[src/rtl/second_game_render_pkg.sv]
// second_game_render_pkg
// Shared types and constants for the second game renderer:
//   rgb_t      - 12-bit 4:4:4 colour
//   state_t    - per-frame display state (play / pause dim / lose flash)
//   COL_*      - palette used by the colour mux
//   dim_rgb()  - halves every nibble of a colour (pause dimming)
package second_game_render_pkg;

    typedef logic [11:0] rgb_t;

    typedef enum logic [1:0] {
        ST_PLAY       = 2'd0,
        ST_PAUSE      = 2'd1,
        ST_LOSE_FLASH = 2'd2
    } state_t;

    localparam rgb_t COL_BG     = 12'h000;
    localparam rgb_t COL_BALL   = 12'hFF0;
    localparam rgb_t COL_OBST   = 12'h0F0;
    localparam rgb_t COL_LOSE   = 12'hF00;
    localparam rgb_t COL_BORDER = 12'hFFF;

    // Per-channel shift right by one; the top bit of each nibble becomes 0.
    function automatic rgb_t dim_rgb(input rgb_t c);
        return {1'b0, c[11:9], 1'b0, c[7:5], 1'b0, c[3:1]};
    endfunction

endpackage

[src/rtl/second_game_frame_fsm.sv]
// second_game_frame_fsm
// Per-frame display state. All state changes happen on i_frame_start only;
// a loss pulse seen at any time is latched in lose_pending and consumed at
// the next frame start (including a pulse in the frame-start cycle itself).
// Ports:
//   clk, arst_n    - clock, asynchronous active-low reset
//   i_frame_start  - one-cycle pulse, first cycle of a frame
//   i_is_lose      - one-cycle loss pulse
//   i_is_pause     - pause level
//   o_state        - current display state (registered)
//   o_flash        - background flash enable (registered)
module second_game_frame_fsm
    import second_game_render_pkg::*;
#(
    parameter int LOSE_FLASH_FRAMES = 60,
    parameter int FLASH_PERIOD_LOG2 = 3
) (
    input  logic   clk,
    input  logic   arst_n,
    input  logic   i_frame_start,
    input  logic   i_is_lose,
    input  logic   i_is_pause,
    output state_t o_state,
    output logic   o_flash
);

    localparam int CW = $clog2(LOSE_FLASH_FRAMES + 1);
    localparam logic [CW-1:0] CNT_LOAD = CW'(LOSE_FLASH_FRAMES);
    localparam logic [CW-1:0] CNT_ONE  = CW'(1);

    state_t          state_q, state_d;
    logic [CW-1:0]   cnt_q, cnt_d;
    logic            lose_pending_q, lose_pending_d;
    logic            flash_q, flash_d;

    always_comb begin
        state_d        = state_q;
        cnt_d          = cnt_q;
        lose_pending_d = lose_pending_q | i_is_lose;
        if (i_frame_start) begin
            case (state_q)
                ST_PLAY, ST_PAUSE: begin
                    if (lose_pending_d) begin
                        state_d        = ST_LOSE_FLASH;
                        cnt_d          = CNT_LOAD;
                        lose_pending_d = 1'b0;
                    end else begin
                        state_d = i_is_pause ? ST_PAUSE : ST_PLAY;
                    end
                end
                ST_LOSE_FLASH: begin
                    // Leave when the counter reaches zero; <= 1 also guards
                    // against an underflow if the count is ever already 0.
                    if (cnt_q <= CNT_ONE) begin
                        cnt_d   = '0;
                        state_d = i_is_pause ? ST_PAUSE : ST_PLAY;
                    end else begin
                        cnt_d = cnt_q - CNT_ONE;
                    end
                end
                default: state_d = ST_PLAY;
            endcase
        end
        // Flash computed from next-state so the output stays registered.
        flash_d = (state_d == ST_LOSE_FLASH) && cnt_d[FLASH_PERIOD_LOG2];
    end

    always_ff @(posedge clk or negedge arst_n) begin
        if (!arst_n) begin
            state_q        <= ST_PLAY;
            cnt_q          <= '0;
            lose_pending_q <= 1'b0;
            flash_q        <= 1'b0;
        end else begin
            state_q        <= state_d;
            cnt_q          <= cnt_d;
            lose_pending_q <= lose_pending_d;
            flash_q        <= flash_d;
        end
    end

    assign o_state = state_q;
    assign o_flash = flash_q;

endmodule

[src/rtl/second_game_renderer.sv]
// second_game_renderer
// Turns the display scan into window-local query coordinates for the game
// engine and composes the engine's answers into a 12-bit colour stream.
// Pipeline: stage 0 (comb window test) -> stage 1 regs (o_screen_*) ->
// stage 1 comb (ball hit + colour mux) -> stage 2 regs (o_rgb*).
// Optional feature: define SECOND_GAME_RENDER_BORDER_EN to draw a 2-pixel
// white border inside the window, above the ball.
// Ports:
//   clk, arst_n                      - clock, asynchronous active-low reset
//   i_pixel_x/y, i_pixel_valid       - global scan position and qualifier
//   i_frame_start                    - first cycle of a frame
//   o_screen_x/y                     - window-local query to the engine
//   i_is_obstacle, i_ball_x/y        - engine answers for o_screen_*
//   i_is_lose, i_is_pause            - game status
//   o_in_window, o_rgb, o_rgb_valid  - colour output, two cycles after pixel
module second_game_renderer
    import second_game_render_pkg::*;
#(
    parameter int SECOND_GAME_START_X     = 400,
    parameter int SECOND_GAME_START_Y     = 0,
    parameter int SECOND_GAME_WIDTH       = 400,
    parameter int SECOND_GAME_HEIGHT      = 600,
    parameter int SECOND_GAME_SQUARE_SIZE = 20,
    parameter int LOSE_FLASH_FRAMES       = 60,
    parameter int FLASH_PERIOD_LOG2       = 3
) (
    input  logic        clk,
    input  logic        arst_n,
    input  logic [9:0]  i_pixel_x,
    input  logic [9:0]  i_pixel_y,
    input  logic        i_pixel_valid,
    input  logic        i_frame_start,
    output logic [8:0]  o_screen_x,
    output logic [9:0]  o_screen_y,
    input  logic        i_is_obstacle,
    input  logic [8:0]  i_ball_x,
    input  logic [9:0]  i_ball_y,
    input  logic        i_is_lose,
    input  logic        i_is_pause,
    output logic        o_in_window,
    output logic [11:0] o_rgb,
    output logic        o_rgb_valid
);

    localparam logic [10:0]        X_LO  = 11'(SECOND_GAME_START_X);
    localparam logic [10:0]        Y_LO  = 11'(SECOND_GAME_START_Y);
    localparam logic [10:0]        W11   = 11'(SECOND_GAME_WIDTH);
    localparam logic [10:0]        H11   = 11'(SECOND_GAME_HEIGHT);
    localparam logic signed [10:0] RAD_S = 11'(SECOND_GAME_SQUARE_SIZE / 2);

    // ---------------- stage 0: window test ----------------
    // Offset from the window origin; a pixel left of / above the window
    // wraps to a large unsigned value, so one compare per axis covers both
    // the inclusive lower and exclusive upper edge.
    logic [10:0] dx, dy;
    logic        in_win0;

    assign dx      = {1'b0, i_pixel_x} - X_LO;
    assign dy      = {1'b0, i_pixel_y} - Y_LO;
    assign in_win0 = i_pixel_valid && (dx < W11) && (dy < H11);

    // ---------------- stage 1 registers ----------------
    logic [8:0] screen_x_q, screen_x_d;
    logic [9:0] screen_y_q, screen_y_d;
    logic       s1_valid_q, s1_valid_d;
    logic       s1_in_win_q, s1_in_win_d;

    always_comb begin
        screen_x_d  = in_win0 ? dx[8:0] : '0;
        screen_y_d  = in_win0 ? dy[9:0] : '0;
        s1_valid_d  = i_pixel_valid;
        s1_in_win_d = in_win0;
    end

    // ---------------- frame state ----------------
    state_t fsm_state;
    logic   fsm_flash;

    second_game_frame_fsm #(
        .LOSE_FLASH_FRAMES (LOSE_FLASH_FRAMES),
        .FLASH_PERIOD_LOG2 (FLASH_PERIOD_LOG2)
    ) u_frame_fsm (
        .clk           (clk),
        .arst_n        (arst_n),
        .i_frame_start (i_frame_start),
        .i_is_lose     (i_is_lose),
        .i_is_pause    (i_is_pause),
        .o_state       (fsm_state),
        .o_flash       (fsm_flash)
    );

    // ---------------- stage 1: ball hit ----------------
    // Signed 11-bit compare so ball_x - R near the left/top edge goes
    // negative instead of wrapping to a large local coordinate.
    logic signed [10:0] px_s, py_s, bx_s, by_s;
    logic               ball_hit;

    assign px_s     = signed'({2'b00, screen_x_q});
    assign py_s     = signed'({1'b0, screen_y_q});
    assign bx_s     = signed'({2'b00, i_ball_x});
    assign by_s     = signed'({1'b0, i_ball_y});
    assign ball_hit = (px_s >= bx_s - RAD_S) && (px_s <= bx_s + RAD_S) &&
                      (py_s >= by_s - RAD_S) && (py_s <= by_s + RAD_S);

`ifdef SECOND_GAME_RENDER_BORDER_EN
    localparam logic [8:0] BX_HI = 9'(SECOND_GAME_WIDTH - 2);
    localparam logic [9:0] BY_HI = 10'(SECOND_GAME_HEIGHT - 2);
    logic on_border;
    assign on_border = (screen_x_q < 9'd2) || (screen_x_q >= BX_HI) ||
                       (screen_y_q < 10'd2) || (screen_y_q >= BY_HI);
`endif

    // ---------------- stage 1: colour mux ----------------
    rgb_t rgb_q, rgb_d, colour;
    logic rgb_valid_q, rgb_valid_d;
    logic in_window_q, in_window_d;

    always_comb begin
        colour = fsm_flash ? COL_LOSE : COL_BG;
        if (i_is_obstacle) colour = COL_OBST;
        if (ball_hit)      colour = COL_BALL;
`ifdef SECOND_GAME_RENDER_BORDER_EN
        if (on_border)     colour = COL_BORDER;
`endif
        if (!s1_in_win_q)  colour = 12'h000;
        if (fsm_state == ST_PAUSE) colour = dim_rgb(colour);
        rgb_d       = colour;
        rgb_valid_d = s1_valid_q;
        in_window_d = s1_in_win_q;
    end

    always_ff @(posedge clk or negedge arst_n) begin
        if (!arst_n) begin
            screen_x_q  <= '0;
            screen_y_q  <= '0;
            s1_valid_q  <= 1'b0;
            s1_in_win_q <= 1'b0;
            rgb_q       <= '0;
            rgb_valid_q <= 1'b0;
            in_window_q <= 1'b0;
        end else begin
            screen_x_q  <= screen_x_d;
            screen_y_q  <= screen_y_d;
            s1_valid_q  <= s1_valid_d;
            s1_in_win_q <= s1_in_win_d;
            rgb_q       <= rgb_d;
            rgb_valid_q <= rgb_valid_d;
            in_window_q <= in_window_d;
        end
    end

    assign o_screen_x  = screen_x_q;
    assign o_screen_y  = screen_y_q;
    assign o_rgb       = rgb_q;
    assign o_rgb_valid = rgb_valid_q;
    assign o_in_window = in_window_q;

endmodule

[config.mk]
export PLATFORM = sky130hd
export DESIGN_NAME = second_game_renderer
export DESIGN_NICKNAME = d
export VERILOG_FILES = /design/src/rtl/second_game_render_pkg.sv /design/src/rtl/second_game_frame_fsm.sv /design/src/rtl/second_game_renderer.sv
export SDC_FILE = /design/constraint.sdc
export NUM_CORES = 1
export LEC_CHECK = 0
export CAP_MARGIN = 20
export CORE_UTILIZATION = 51
export CTS_BUF_LIST = sky130_fd_sc_hd__clkbuf_8
export CTS_CLUSTER_SIZE = 12
export DETAILED_ROUTE_END_ITERATION = 16
export GPL_ROUTABILITY_DRIVEN = 1
export PLACE_DENSITY = 0.84
export SLEW_MARGIN = 5
export SYNTH_ARGS = -nofsm -noshare
export SYNTH_HDL_FRONTEND = slang
export SYNTH_HIERARCHICAL = 1
export SYNTH_SLANG_ARGS = --single-unit
export TNS_END_PERCENT = 10
[constraint.sdc]
create_clock -name clk -period 2.13 [get_ports clk]
set_input_delay 0.213 -clock clk [delete_from_list [all_inputs] [get_ports clk]]
set_output_delay 0.213 -clock clk [all_outputs]
set_load 0.05 [all_outputs]
Run 1, logic cells by family:
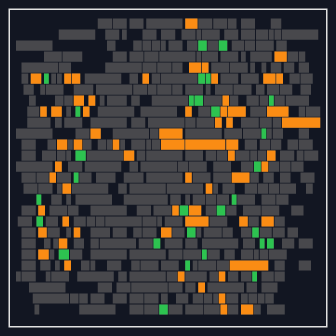
family	color	cells
aoi and oai cells	orange	62
nand cells	green	29

Run 1, the metal 2 layer:
Cells faint in the background.
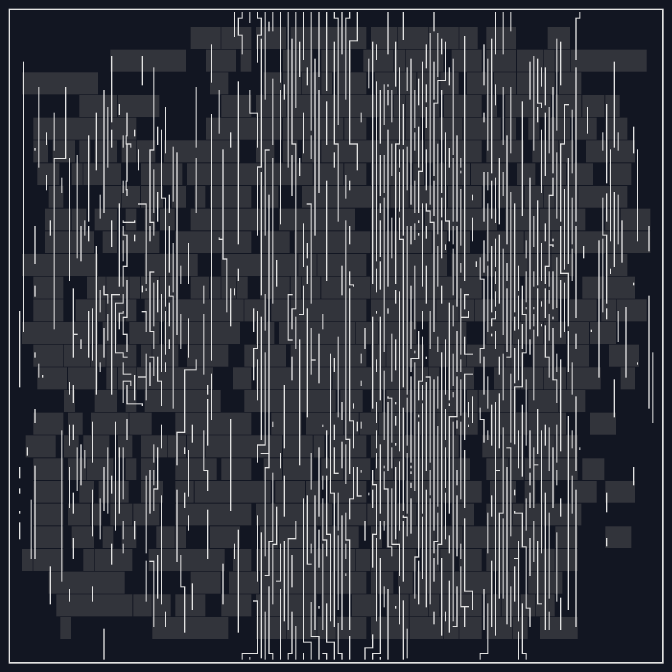
main direction	vertical
wire length on this layer	4,340 um
share of all routed wire	51%
nets with wire on the layer	468
longest straight run	32.6 um

Run 1, placed standard cells:
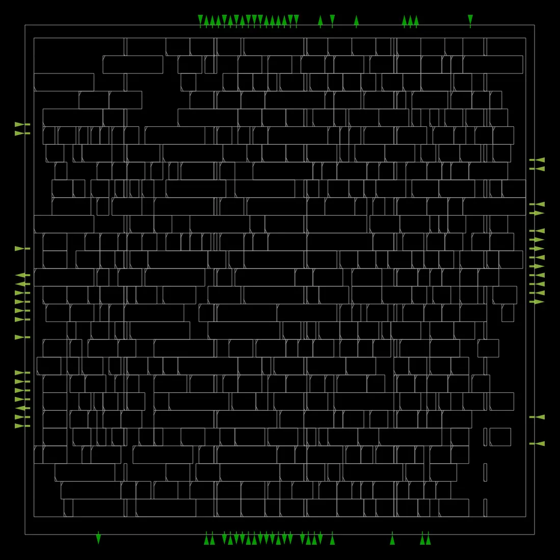
fin cells: 505
Final Util: 77.7%

run 1: worst paths after layout:
| check | start | to | slack (ns) |
|---|---|---|---|
| setup reg to reg | o_screen_x[7] | o_rgb[10] | 0.09 |
| setup / recovery | i_ball_y[1] | o_rgb[7] | -0.10 |
| hold / removal | arst_n | u_frame_fsm/cnt_q[5] | 0.003 |
| max in group asynchronous | arst_n | o_screen_x[8] | 1.62 |
| min in group clk | rgb_valid_d | o_rgb_valid | 0.36 |
| hold reg to reg | rgb_valid_d | o_rgb_valid | 0.36 |
run 1: final cells by class:
class	instances	area, um^2
multi-input cells	249	2060
fillers	383	1230
repair buffers	118	1020
flip-flops and latches	37	926
well taps	72	90.1
inverters	21	83.8
clock buffers	6	82.6
clock inverters	2	33.8
==> notes.md <==
fresh numbers from the pnr run: MaxCap Viol Count 0, GP Congestion 0.878, Worst Clk Skew between 0.009 and 0.01 ns, FP Core Util 53.4%, critical-path cell list buf_2 -> inv_1 -> ha_2 -> nor2b_1 -> or3_4 -> and2_1 -> ha_1 -> o21ai_1 -> o21ai_0 -> a21oi_1 -> o21ai_2 -> a41oi_2 -> nor2_1, Die Wd 78.2 um, Tmin final around 2.2 ns, DR vias between 2,000 and 3,000, Main logic family simple AND/OR/NAND/NOR gates, PwrDens between 500 and 600 nW/um^2, P_clk 605 uW, Adders+Majority by Area 17.8%, most used routing layer met2, pin count of the biggest net entering global routing 38, Clock Sink Count 37, CP Max Fanout 5, Setup WS pre-CTS -0.899 ns, Slew headroom 48.4%, M1 WL about 3300 um, wire length on met3 about 480 um, WS Path Type input pin to register, Yosys Chip Area roughly 3000 um^2, FFs w/ async S/R, synth 100%, Hold WS ~0.0034 ns, Psw ~730 uW, Startpoint Class input pin, GR Overflow Total 0, TritonCTS clock tree built, area fraction in compound gates between 10% and 20%, H-tree depth 2, final period utilization 105%, XOR-XNOR Cells, Area Fraction under 10%, Synth area leaders dfrtp_1, ha_1, xor2_1, simple share between 10% and 20%, Antenna Nets Post-Route 0, unrepaired setup endpoints after global routing yes, ys cells about 320, Top Metal Used met4, I/O Buffers 74, Latency at later pin 0.28 ns, Cell Area, Placed 3960 um^2, Clock Path Buffers 2, max FFs per register 10, DRC viols 0, yosys warning tally 6, initial drt markers between 150 and 200, Worst path depth 13, Crit-path slowest cell or3_4, Critical Path AT between 2 and 2.5 ns, hold_buf cts 0, Cell Type Count 49, routing usage on met2 approximately 48%, #FFs+latches synth 37, Inst Count DP 486, CP endpoint kind register, Worst-path clk slew around 0.07 ns, sw frac between 30 and 40%, Main synth FF type dfrtp_1, Top-area cell share 31.3%, Worst IR Drop VDD between 0.5 and 0.6 mV, met2 wire length about 4300 um, CTS Buf Count 5, antenna violations before repair 0, WP buf/inv 2, Net count, final around 520, Int Power 1.50 mW, CP delay by family, top AND-OR/OR-AND gates, drt via density about 5.7, DR WL/cell approximately 17 um, most frequent cells in the layout clkdlybuf4s50_1, buf_4, ha_1, dfrtp_1, full die area a little over 6000 um^2, fmax between 400 and 500 MHz, Tool Warnings 32, most numerous logic cell after layout clkdlybuf4s50_1, Syn Area/Cell a little over 9 um^2, Clock Power Share around 27%, Mux area share 0%, Total Power roughly 2.2 mW, Critical Path Max Stage Delay about 0.35 ns, sequential share of power a little under two fifths, Post-DP HPWL just under 6000 um, Post-CTS Resized about 66, Seq. pwr 826 uW, WP data required approximately 2.3 ns, comb pwr roughly 800 uW, Post-CTS Repair Setup Buffers 9, final hold violations 0, Die H between 70 and 80 um, Routed Wire Length 8460 um, number of enable flip-flop cells 0, count leader, synth ha_1, highest-power group sequential cells, share of layout cells above drive strength 1 ~24%, Slew @ Worst Pin a little under 0.8 ns, Worst Setup Slack, final -0.101 ns, diode count 0, first-pass GRT wire length between 10,000 and 15,000 um, final instance area approximately 4300 um^2, largest area contributor in the netlist dfrtp_1, sequential area share after synthesis 31.3%, combinational cell fraction of total power 35.9%, Register-to-Register Path Depth 8, met3 GRT Util approximately 4.3%, clock root cell clkbuf_8, Final setup viols 4, max-slew violations 0, Core ar. around 5500 um^2, Row Count 27, Hold Crit Class input pin to asynchronous set/reset pin, P_leak slightly below 2 nW, Pre-Repair DR Iteration Count 5, violated checks setup timing, Syn-to-layout area delta 45.6%, Mapped Area about 3000 um^2, commonest cells in the netlist ha_1, dfrtp_1, inv_1, a21oi_1, and2_1, vias in the first global route approximately 2,900, grt met1 use between 30% and 40%, status finished, violations left, # IOs between 70 and 80, Setup TNS -0.365 ns, gr usage total between 20% and 30%, Cells after Synth 324
Power and IR drop assume default switching activity.
